run_1/registers.png
Scale bar: 20 um. Other sequential cells in the stronger gray, the rest of the logic in the fainter gray.
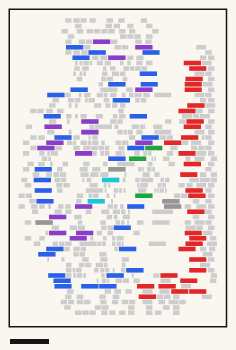
run_1/met3.png
Scale bar: 20 um.
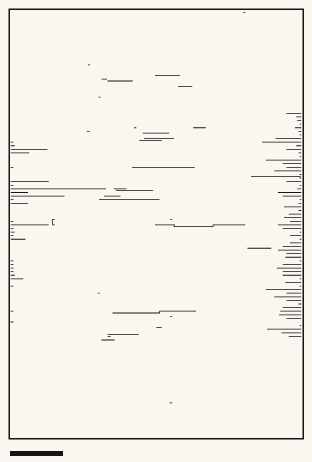
run_1/final_placement.png
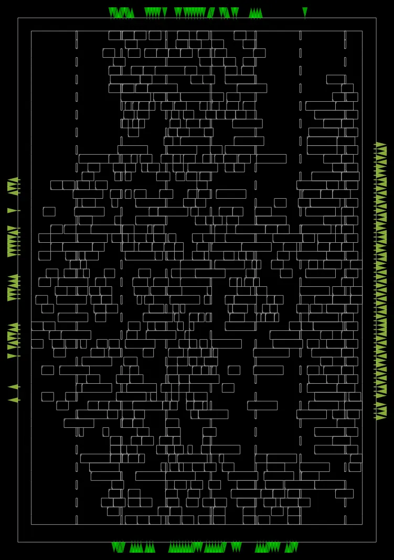
run_1/cell_classes.png
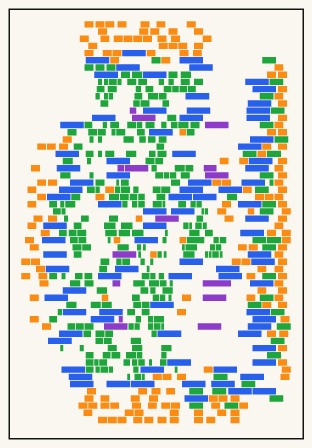
File: src/rtl/store_narrower_if.sv
// Store request / data RAM bundle between the MEM stage, store_narrower and the
// word-organised data memory.
interface store_narrower_if;
    logic        req_valid;
    logic        req_ready;
    logic [31:0] req_addr;
    logic [31:0] req_data;
    logic [1:0]  req_size;
    logic [29:0] mem_addr;
    logic        mem_rd;
    logic [31:0] mem_rdata;
    logic        mem_wr;
    logic [31:0] mem_wdata;
    logic        done;
    logic        err;

    // Requester and RAM side of the block.
    modport master (
        output req_valid, req_addr, req_data, req_size, mem_rdata,
        input  req_ready, mem_addr, mem_rd, mem_wr, mem_wdata, done, err
    );

    modport slave (
        input  req_valid, req_addr, req_data, req_size, mem_rdata,
        output req_ready, mem_addr, mem_rd, mem_wr, mem_wdata, done, err
    );
endinterface

File: src/rtl/store_narrower.sv
// Narrows a register value to a byte/halfword/word store into a RAM without byte
// enables; sub-word stores run a read-modify-write, word stores write directly.
module store_narrower #(
    parameter bit BIG_ENDIAN = 1'b0
) (
    input logic        clk,
    input logic        reset,
    store_narrower_if.slave bus
);

    localparam logic [1:0] SIZE_BYTE = 2'b00;
    localparam logic [1:0] SIZE_HALF = 2'b01;
    localparam logic [1:0] SIZE_WORD = 2'b10;

    typedef enum logic [2:0] {
        IDLE,
        RD,
        MRG,
        WR,
        ERR
    } state_t;

    state_t      state, state_nxt;

    logic [1:0]  lat_lo;
    logic        lat_half;
    logic [15:0] lat_data;
    logic        lat_ld;

    logic [29:0] addr_q, addr_nxt;
    logic [31:0] wdata_q, wdata_nxt;
    logic        rd_q, rd_nxt;
    logic        wr_q, wr_nxt;
    logic        done_q, done_nxt;
    logic        err_q, err_nxt;

    logic        req_bad;
    logic        half_lane;
    logic [1:0]  byte_lane;
    logic [31:0] merged;

    always_comb begin
        req_bad = 1'b0;
        if (bus.req_size == 2'b11) begin
            req_bad = 1'b1;
        end else if (bus.req_size == SIZE_HALF && bus.req_addr[0]) begin
            req_bad = 1'b1;
        end else if (bus.req_size == SIZE_WORD && bus.req_addr[1:0] != 2'b00) begin
            req_bad = 1'b1;
        end
    end

    // Big-endian lane order mirrors the little-endian lane index within the word.
    assign half_lane = lat_lo[1] ^ BIG_ENDIAN;
    assign byte_lane = lat_lo ^ {2{BIG_ENDIAN}};

    always_comb begin
        merged = bus.mem_rdata;
        if (lat_half) begin
            merged[{half_lane, 4'b0000} +: 16] = lat_data;
        end else begin
            merged[{byte_lane, 3'b000} +: 8] = lat_data[7:0];
        end
    end

    always_ff @(posedge clk or posedge reset) begin
        if (reset) begin
            state <= IDLE;
        end else begin
            state <= state_nxt;
        end
    end

    always_comb begin
        state_nxt = state;
        lat_ld    = 1'b0;
        addr_nxt  = addr_q;
        wdata_nxt = wdata_q;
        rd_nxt    = 1'b0;
        wr_nxt    = 1'b0;
        done_nxt  = 1'b0;
        err_nxt   = 1'b0;
        case (state)
            IDLE: begin
                if (bus.req_valid) begin
                    lat_ld = 1'b1;
                    if (req_bad) begin
                        state_nxt = ERR;
                        err_nxt   = 1'b1;
                    end else if (bus.req_size == SIZE_WORD) begin
                        state_nxt = WR;
                        addr_nxt  = bus.req_addr[31:2];
                        wdata_nxt = bus.req_data;
                        wr_nxt    = 1'b1;
                        done_nxt  = 1'b1;
                    end else begin
                        state_nxt = RD;
                        addr_nxt  = bus.req_addr[31:2];
                        rd_nxt    = 1'b1;
                    end
                end
            end
            RD: begin
                state_nxt = MRG;
            end
            MRG: begin
                state_nxt = WR;
                wdata_nxt = merged;
                wr_nxt    = 1'b1;
                done_nxt  = 1'b1;
            end
            WR: begin
                state_nxt = IDLE;
            end
            ERR: begin
                state_nxt = IDLE;
            end
            default: begin
                state_nxt = IDLE;
            end
        endcase
    end

    // Strobes are computed from the next state so every output comes straight off a flop.
    always_ff @(posedge clk or posedge reset) begin
        if (reset) begin
            addr_q  <= '0;
            wdata_q <= '0;
            rd_q    <= 1'b0;
            wr_q    <= 1'b0;
            done_q  <= 1'b0;
            err_q   <= 1'b0;
        end else begin
            addr_q  <= addr_nxt;
            wdata_q <= wdata_nxt;
            rd_q    <= rd_nxt;
            wr_q    <= wr_nxt;
            done_q  <= done_nxt;
            err_q   <= err_nxt;
        end
    end

    always_ff @(posedge clk or posedge reset) begin
        if (reset) begin
            lat_lo   <= 2'b00;
            lat_half <= 1'b0;
            lat_data <= '0;
        end else if (lat_ld) begin
            lat_lo   <= bus.req_addr[1:0];
            lat_half <= (bus.req_size == SIZE_HALF);
            lat_data <= bus.req_data[15:0];
        end
    end

    assign bus.req_ready = (state == IDLE);
    assign bus.mem_addr  = addr_q;
    assign bus.mem_wdata = wdata_q;
    assign bus.mem_rd    = rd_q;
    assign bus.mem_wr    = wr_q;
    assign bus.done      = done_q;
    assign bus.err       = err_q;

    logic unused_size_byte;
    assign unused_size_byte = (SIZE_BYTE == 2'b00);

endmodule
File: src/flat_wrapper.sv
// flat-port wrapper written by rule: the top's interface ports become plain ports
module store_narrower_flat 
#(
    parameter bit BIG_ENDIAN = 1'b0
)
  (clk, reset, bus_req_valid, bus_req_addr, bus_req_data, bus_req_size, bus_mem_rdata, bus_req_ready, bus_mem_addr, bus_mem_rd, bus_mem_wr, bus_mem_wdata, bus_done, bus_err);
  store_narrower_if bus_i ();
  input logic clk;
  input logic reset;
  input wire logic [$bits(bus_i.req_valid)-1:0] bus_req_valid;
  input wire logic [$bits(bus_i.req_addr)-1:0] bus_req_addr;
  input wire logic [$bits(bus_i.req_data)-1:0] bus_req_data;
  input wire logic [$bits(bus_i.req_size)-1:0] bus_req_size;
  input wire logic [$bits(bus_i.mem_rdata)-1:0] bus_mem_rdata;
  output wire logic [$bits(bus_i.req_ready)-1:0] bus_req_ready;
  output wire logic [$bits(bus_i.mem_addr)-1:0] bus_mem_addr;
  output wire logic [$bits(bus_i.mem_rd)-1:0] bus_mem_rd;
  output wire logic [$bits(bus_i.mem_wr)-1:0] bus_mem_wr;
  output wire logic [$bits(bus_i.mem_wdata)-1:0] bus_mem_wdata;
  output wire logic [$bits(bus_i.done)-1:0] bus_done;
  output wire logic [$bits(bus_i.err)-1:0] bus_err;
  assign bus_i.req_valid = bus_req_valid;
  assign bus_i.req_addr = bus_req_addr;
  assign bus_i.req_data = bus_req_data;
  assign bus_i.req_size = bus_req_size;
  assign bus_i.mem_rdata = bus_mem_rdata;
  assign bus_req_ready = bus_i.req_ready;
  assign bus_mem_addr = bus_i.mem_addr;
  assign bus_mem_rd = bus_i.mem_rd;
  assign bus_mem_wr = bus_i.mem_wr;
  assign bus_mem_wdata = bus_i.mem_wdata;
  assign bus_done = bus_i.done;
  assign bus_err = bus_i.err;
  store_narrower #(.BIG_ENDIAN(BIG_ENDIAN)) u_core (.clk(clk), .reset(reset), .bus(bus_i));
endmodule
File: config.mk
export PLATFORM = sky130hd
export DESIGN_NAME = store_narrower_flat
export DESIGN_NICKNAME = d
export VERILOG_FILES = /design/src/rtl/store_narrower_if.sv /design/src/rtl/store_narrower.sv /design/src/flat_wrapper.sv
export SDC_FILE = /design/constraint.sdc
export NUM_CORES = 1
export LEC_CHECK = 0
export CAP_MARGIN = 10
export CORE_ASPECT_RATIO = 1.5
export CORE_MARGIN = 4
export CORE_UTILIZATION = 30
export CTS_CLUSTER_DIAMETER = 150
export DETAILED_ROUTE_END_ITERATION = 8
export HOLD_SLACK_MARGIN = 0.02
export PLACE_DENSITY = 0.58
export SYNTH_ARGS = -nofsm -noshare
export SYNTH_HDL_FRONTEND = slang
export SYNTH_SLANG_ARGS = --single-unit
File: constraint.sdc
create_clock -name clk -period 3.95 [get_ports clk]
set_clock_uncertainty 0.2 [all_clocks]
set_input_delay 0.395 -clock clk [delete_from_list [all_inputs] [get_ports clk]]
set_output_delay 0.395 -clock clk [all_outputs]
set_load 0.1 [all_outputs]
==> flow_summary.toml, run 1 <==
# generated from flow reports
[timing]
report.final.hold_viol_count = 0
timing.final.crit_share_pct = 73.2
maxClockFrequency_mhz = 346
timing_worst_slew_pin_value_ns = 1.05

[critical_path]
critPathSlowestCell = "nor3b_2"
worst_r2r_startpoint = "u_core.byte_lane[0]"
cp.required_ns = 4.03
cp.depth = 6
timing.critical_path.cells = "clkinv_1 > ha_1 > nor3b_2 > a311oi_1 > a211oi_1 > a221o_1"
rr_endpoint = "u_core.bus.mem_wdata[13]"
setup.reg_to_reg.worst_slack_ns = 1.06
critPathLaunch = "u_core.byte_lane[0]"
timing.critical_path.to_type = "register"

[run_status]
status = "completed"

[detailed_routing]
wirelength_um = 15200
detailedRoute.firstPassIterationCount = 5
final_antenna_net_count = 0
remaining_drc_errors = 0

[clock_tree]
postCtsResizedCells = 0
postCtsHoldBufs = 0
tritoncts = "built"
tritoncts_num_sinks = 87
cts.root.buffer_cell = "clkbuf_16"

[die]
die_area_um2 = 17900

[yosys]
netlist.area_leader.share_pct = 46.0
async_s_r_ff_share_synth_pct = 100
yosys-stat-area_um2 = 4730
avgSynthCellArea_um2 = 12.1

[place]
gp_routability_congestion = 0.819
detailed_place.area_um2 = 6540
buffer_ports.inserted = 167

[final_layout]
syn_to_final_growth_pct = 44.4
design.final.nets = 649

[global_route]
grt_use_total_pct = 16.6

[worst_hold_path]
hold_end = "u_core.bus.mem_wdata[18]"
Notes on registers.png above:
legend:
  purple:
    netlist_name: u_core.lat_data
    placed_flops: 16
  red:
    netlist_name: u_core.bus.mem_addr
    placed_flops: 30
    where: a vertical strip on the right
  blue:
    netlist_name: u_core.bus.mem_wdata
    placed_flops: 32
  green:
    netlist_name: u_core.state
    placed_flops: 3
  cyan:
    netlist_name: u_core.byte_lane
    placed_flops: 2
not colored: 4

Notes on met3.png above:
wire length on this layer: 682 um
longest straight run: 35.6 um
vias: 3954
GRT met3 Usage: 3.62%

Notes on final_placement.png above:
cell row count: 56
seq_cells: 87
number of standard cells in the final layout excluding fillers: 750

Notes on cell_classes.png above:
legend:
  blue:
    class: flops
    cells: 87
  orange:
    class: other buffers and delay cells
    cells: 173
  green:
    class: all other logic
    cells: 272
  purple:
    class: clock drivers and dummy loads
    cells: 15

==> run 1: metrics by stage <==
stage	setup slack (ns)	utilization, %	cells
floorplan	1.10	-	391
finish	1.06	43.9	750
detailed placement	1.07	42.0	735
CTS	1.09	43.9	750
global placement	1.17	42.0	735
global route	0.839	43.9	750
==> run 1: area by class of cell <==
type	count	area share, %
Clock buffer	10	3.50
Inverter	9	0.513
Multi-Input combinational cell	263	34.5
Sequential cell	87	31.9
Clock inverter	5	0.861
Timing Repair Buffer	173	25.1
Tap cell	203	3.72
==> run 1: cell families after synthesis <==
family | share of synthesized area [%]
mux | 20.2
fa+ha+maj | 1.32
buf+inv | 4.36
compound gates | 20.6
flops | 46.0
simple gates | 7.48
==> run 1: layer usage <==
metal	track usage [%]	share of wire, %	wire, um
met5	0	0	0
met3	3.62	4.5	682
met2	30.0	53	8090
met4	5.71	1.9	296
met1	19.4	40	6160
==> run 1: sequential cells by signal (all words and copies together), names as in the netlist <==
register	flops
u_core.bus.err	1
u_core.bus.mem_wr	1
u_core.lat_half	1
u_core.byte_lane	2
u_core.lat_data	16
u_core.bus.mem_wdata	32
u_core.state	3
u_core.bus.mem_rd	1
u_core.bus.mem_addr	30
--- run 2 (diff from run 1) ---
- PLACE_DENSITY: 0.58 -> 0.6
- clock period: 3.95 -> 2.43 ns (I/O delays scaled with it)
run_2/registers.png
Scale bar: 20 um. Other sequential cells in the stronger gray, the rest of the logic in the fainter gray.
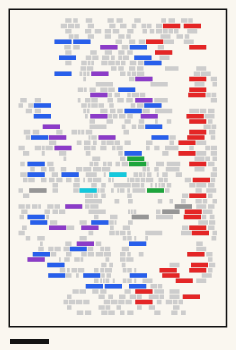
legend:
  cyan:
    netlist_name: u_core.byte_lane
    placed_flops: 2
  red:
    netlist_name: u_core.bus.mem_addr
    placed_flops: 30
    where: a vertical strip on the right
  purple:
    netlist_name: u_core.lat_data
    placed_flops: 16
  blue:
    netlist_name: u_core.bus.mem_wdata
    placed_flops: 32
  green:
    netlist_name: u_core.state
    placed_flops: 3
not colored: 4

==> flow_summary.toml, run 2 <==
# generated from flow reports
[global_route]
grt_pass1_vias = 4342
global_route.usage.met2_pct = 29.9
grt_use_total_pct = 16.7
groute.layer.met1.usage_pct = 19.5
grt_overflow_total = 0
grt_most_used_layer = "met2"
groute.layer.met3.usage_pct = 3.09

[place]
gp_routability_congestion = 0.794

[critical_path]
worst_r2r_startpoint = "u_core.byte_lane[1]"
setup.reg_to_reg.worst_slack_ns = 0.20
cp.required_ns = 2.49
rr_endpoint = "u_core.bus.mem_wdata[2]"

[final_layout]
comb_area_share_pct = 34.4
layout.cells.most_common = "clkdlybuf4s50_1"
comb_cells = 263
design.final.nets = 669
syn_to_final_growth_pct = 45.2
signal_buffer_area_fraction_pct = 25.6
final.clkbuf_count = 9
number_of_buffers_other_than_clock_buffers_in_the_final_layout = 193
final-clk-cell-share_pct = 4.01
inverters = 9
ff_count = 87
sh_seq_area_pct = 31.7
layout.area.top_class = "logic gates"

[clock_tree]
cts.root.buffer_cell = "clkbuf_16"
postCtsHoldBufs = 0
ctsHtreeMaxLevel = 3
tritoncts_num_sinks = 87
tritoncts = "built"

[detailed_routing]
final_antenna_net_count = 0
drt_iter0_drc = 153
remaining_drc_errors = 0
routed-via-count = 4091
detailedRoute.firstPassIterationCount = 4

[yosys]
avgSynthCellArea_um2 = 12.1
async_s_r_ff_share_synth_pct = 100
netlist.area_leader.share_pct = 46.0
ys_seq_share_pct = 46.0

[timing]
timing_worst_slew_pin_value_ns = 0.476
grt_setup_unrepaired = "false"
timing.final.crit_share_pct = 91.6

[run_status]
status = "completed"

[die]
placementRows = 56
die_area_um2 = 17900
run_2/met3.png
Scale bar: 20 um.
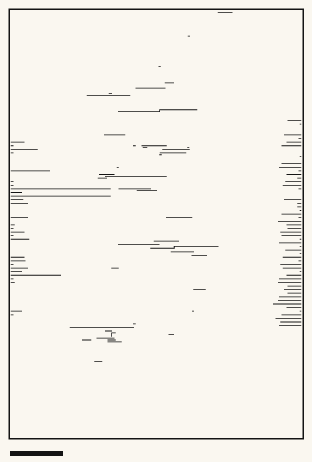
longest straight run: 37.5 um
share of all routed wire: 4.8%
wire length on this layer: 728 um

-- run 2: per-stage QoR --
| step | area, um^2 | hold WS, ns | cells | setup WS, ns | util, % |
|---|---|---|---|---|---|
| final | 6870 | 0.0742 | 771 | 0.204 | 44.2 |
| after CTS | 6860 | 0.0787 | 771 | 0.119 | 44.1 |
| after detailed placement | 6590 | 0.277 | 755 | 0.0969 | 42.4 |
| after global routing | 6870 | 0.109 | 771 | 0.0758 | 44.2 |
| after global placement | 6590 | 0.268 | 755 | 0.236 | 42.4 |
| after floorplan | 4740 | 0.160 | 391 | 0.0570 | - |
-- run 2: kinds of logic (layout without fill, tap and decap cells) --
group,count (synthesis),in the layout,synth area share [%]
AOI/OAI and AO/OA,123,123,20.6
adders and majority gates,5,5,1.32
muxes,78,78,20.2
DFF,87,87,46.0
and+or+nand+nor,57,57,7.48
buffers and inverters,41,218,4.36
-- run 2: metal layers --
metal | up-vias | wire length [um]
met5 | - | 0
met4 | 0 | 312
met3 | 15 | 728
met2 | 147 | 8170
met1 | 2059 | 6100
li1 | 1870 | -
-- run 2: worst max-delay path: stages, from the launching register on --
cell       delay, ns
dfrtp_1         0.44
inv_1           0.12
ha_1            0.34
nor4bb_2        0.27
buf_4           0.21
a221oi_1        0.09
a211o_1         0.30
a2bb2oi_1       0.17
-- run 2: what timing repair did --
item                                    4_1_cts  5_1_grt
gates resized                                 0        2
endpoints found under the setup margin        0        8
buffers inserted                              0        0
--- run 3 (diff from run 2) ---
- CORE_ASPECT_RATIO: 1.5 -> unset
run_3/density.png
The die is cut into 13 by 13 equal tiles; white is low, dark blue is high, 0 to 100% covered.
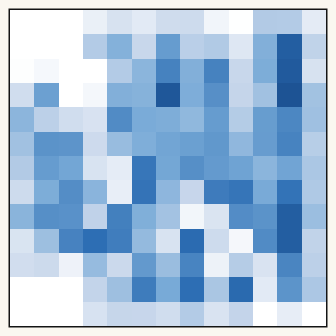
tiles over 75% full: 4.7%
emptiest ninth of the die: top left
densest ninth of the die: right middle
mean over tiles: 37%
fp_density: 30.9%
utilization of the core after routing: 44.8%
total core area: 15300 um^2

==> flow_summary.toml, run 3 <==
# generated from flow reports
[clock_tree]
postCtsHoldBufs = 0
cts.root.buffer_cell = "clkbuf_16"
ctsHtreeMaxLevel = 3
tritoncts.num_buffers = 9
tritoncts = "built"
tritoncts_num_sinks = 87
cts.repair_timing.setup_buffer_count = 0

[place]
gp_routability_congestion = 0.800
buffer_ports.inserted = 167
detailed_place.area_um2 = 6560
post-place-cells = 759
detailedPlace.worstSlack_ns = 0.171

[critical_path]
cp.required_ns = 2.50
timing.critical_path.to_type = "register"

[final_layout]
layout.cells.most_common = "clkdlybuf4s50_1"
final-instance-count-excl-fill = 775
syn_to_final_growth_pct = 44.9
largest_register_ff_count = 32

[detailed_routing]
detailedRoute.firstPassIterationCount = 4
routed.top_layer = "met4"
wirelength_um = 15000
final_antenna_net_count = 0
drt_iter0_drc = 178
routed-wl-met2_um = 6920
met1_length_um = 6960

[die]
die_area_um2 = 17800

[yosys]
avgSynthCellArea_um2 = 12.1
ys_seq_share_pct = 46.0
synthTopCellsByArea = "dfrtp_1 (46%), mux2_4 (9.2%), mux2_2 (5.7%), mux2i_1 (5.3%), a221o_1 (3.4%)"
yosys-stat-area_um2 = 4730
netlist.area_leader.share_pct = 46.0
number_of_flops_mapped_to_enable_cells_by_yosys = 0
synth.ff_latch_count = 87
async_s_r_ff_share_synth_pct = 100

[timing]
timing_worst_slew_pin_value_ns = 0.488
postLayoutSetupSlackWorst_ns = 0.199
timing.final.crit_share_pct = 91.8
maxClockFrequency_mhz = 448
finalHoldWorstSlack_ns = 0.184

[run_status]
status = "completed"

[run]
openroad.warnings = 30

[global_route]
groute.layer.met3.usage_pct = 5.29
grt_overflow_total = 0
global_route.usage.met2_pct = 26.4
grt_use_total_pct = 16.8
grt_pass1_vias = 4157

[power]
run_3/cell_classes.png
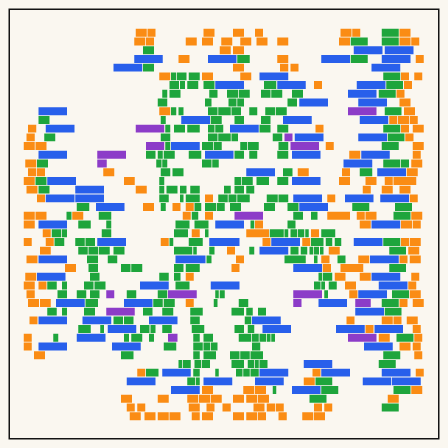
legend:
  blue:
    class: flops
    cells: 87
  green:
    class: all other logic
    cells: 272
  purple:
    class: clock drivers and dummy loads
    cells: 16
  orange:
    class: other buffers and delay cells
    cells: 189
cell row count: 45
fraction of standard cell area that is sequential: 31.8%
Finished Cell Area: 6860 um^2

## run 3: cell counts after synthesis
Identical to the previous run, type by type.
## run 3: worst paths after layout
kind	start	endpoint	slack, ns	cells after the start
worst max-delay path	u_core.byte_lane[0]	u_core.bus.mem_wdata[0]	0.20	7
worst min-delay path	reset	u_core.bus.mem_addr[21]	0.18	3
worst max register to register	u_core.byte_lane[0]	u_core.bus.mem_wdata[0]	0.20	7
worst min register to register	u_core.bus.mem_wdata[17]	u_core.bus.mem_wdata[17]	0.29	2
max in group asynchronous	reset	u_core.byte_lane[0]	1.46	3
min in group clk	u_core.bus.mem_wdata[17]	u_core.bus.mem_wdata[17]	0.29	2
## run 3: area by class of cell
type	count	area [um^2]
Sequential cell	87	2180
Timing Repair Buffer	189	1720
Clock inverter	6	56.3
Multi-Input combinational cell	263	2360
Fill cell	1423	8460
Clock buffer	10	239
Tap cell	211	264
Inverter	9	37.5
## run 3: worst max-delay path: stages, from the launching register on
cell and delay [ns]:
dfrtp_2 0.41, clkinv_1 0.14, ha_1 0.37, nor4bb_2 0.29
buf_4 0.20, a221oi_1 0.09, a211o_1 0.28, a2bb2oi_1 0.16
## run 3: logic make-up (layout without fill, tap and decap cells)
family                   count (synthesis)  count (layout)  synth area share [%]
adder cells (fa/ha/maj)                  5               5                  1.32
AND/OR/NAND/NOR                         57              57                  7.48
buffers and inverters                   41             214                  4.36
flip-flops                              87              87                  46.0
AND-OR/OR-AND                          123             123                  20.6
multiplexers                            78              78                  20.2
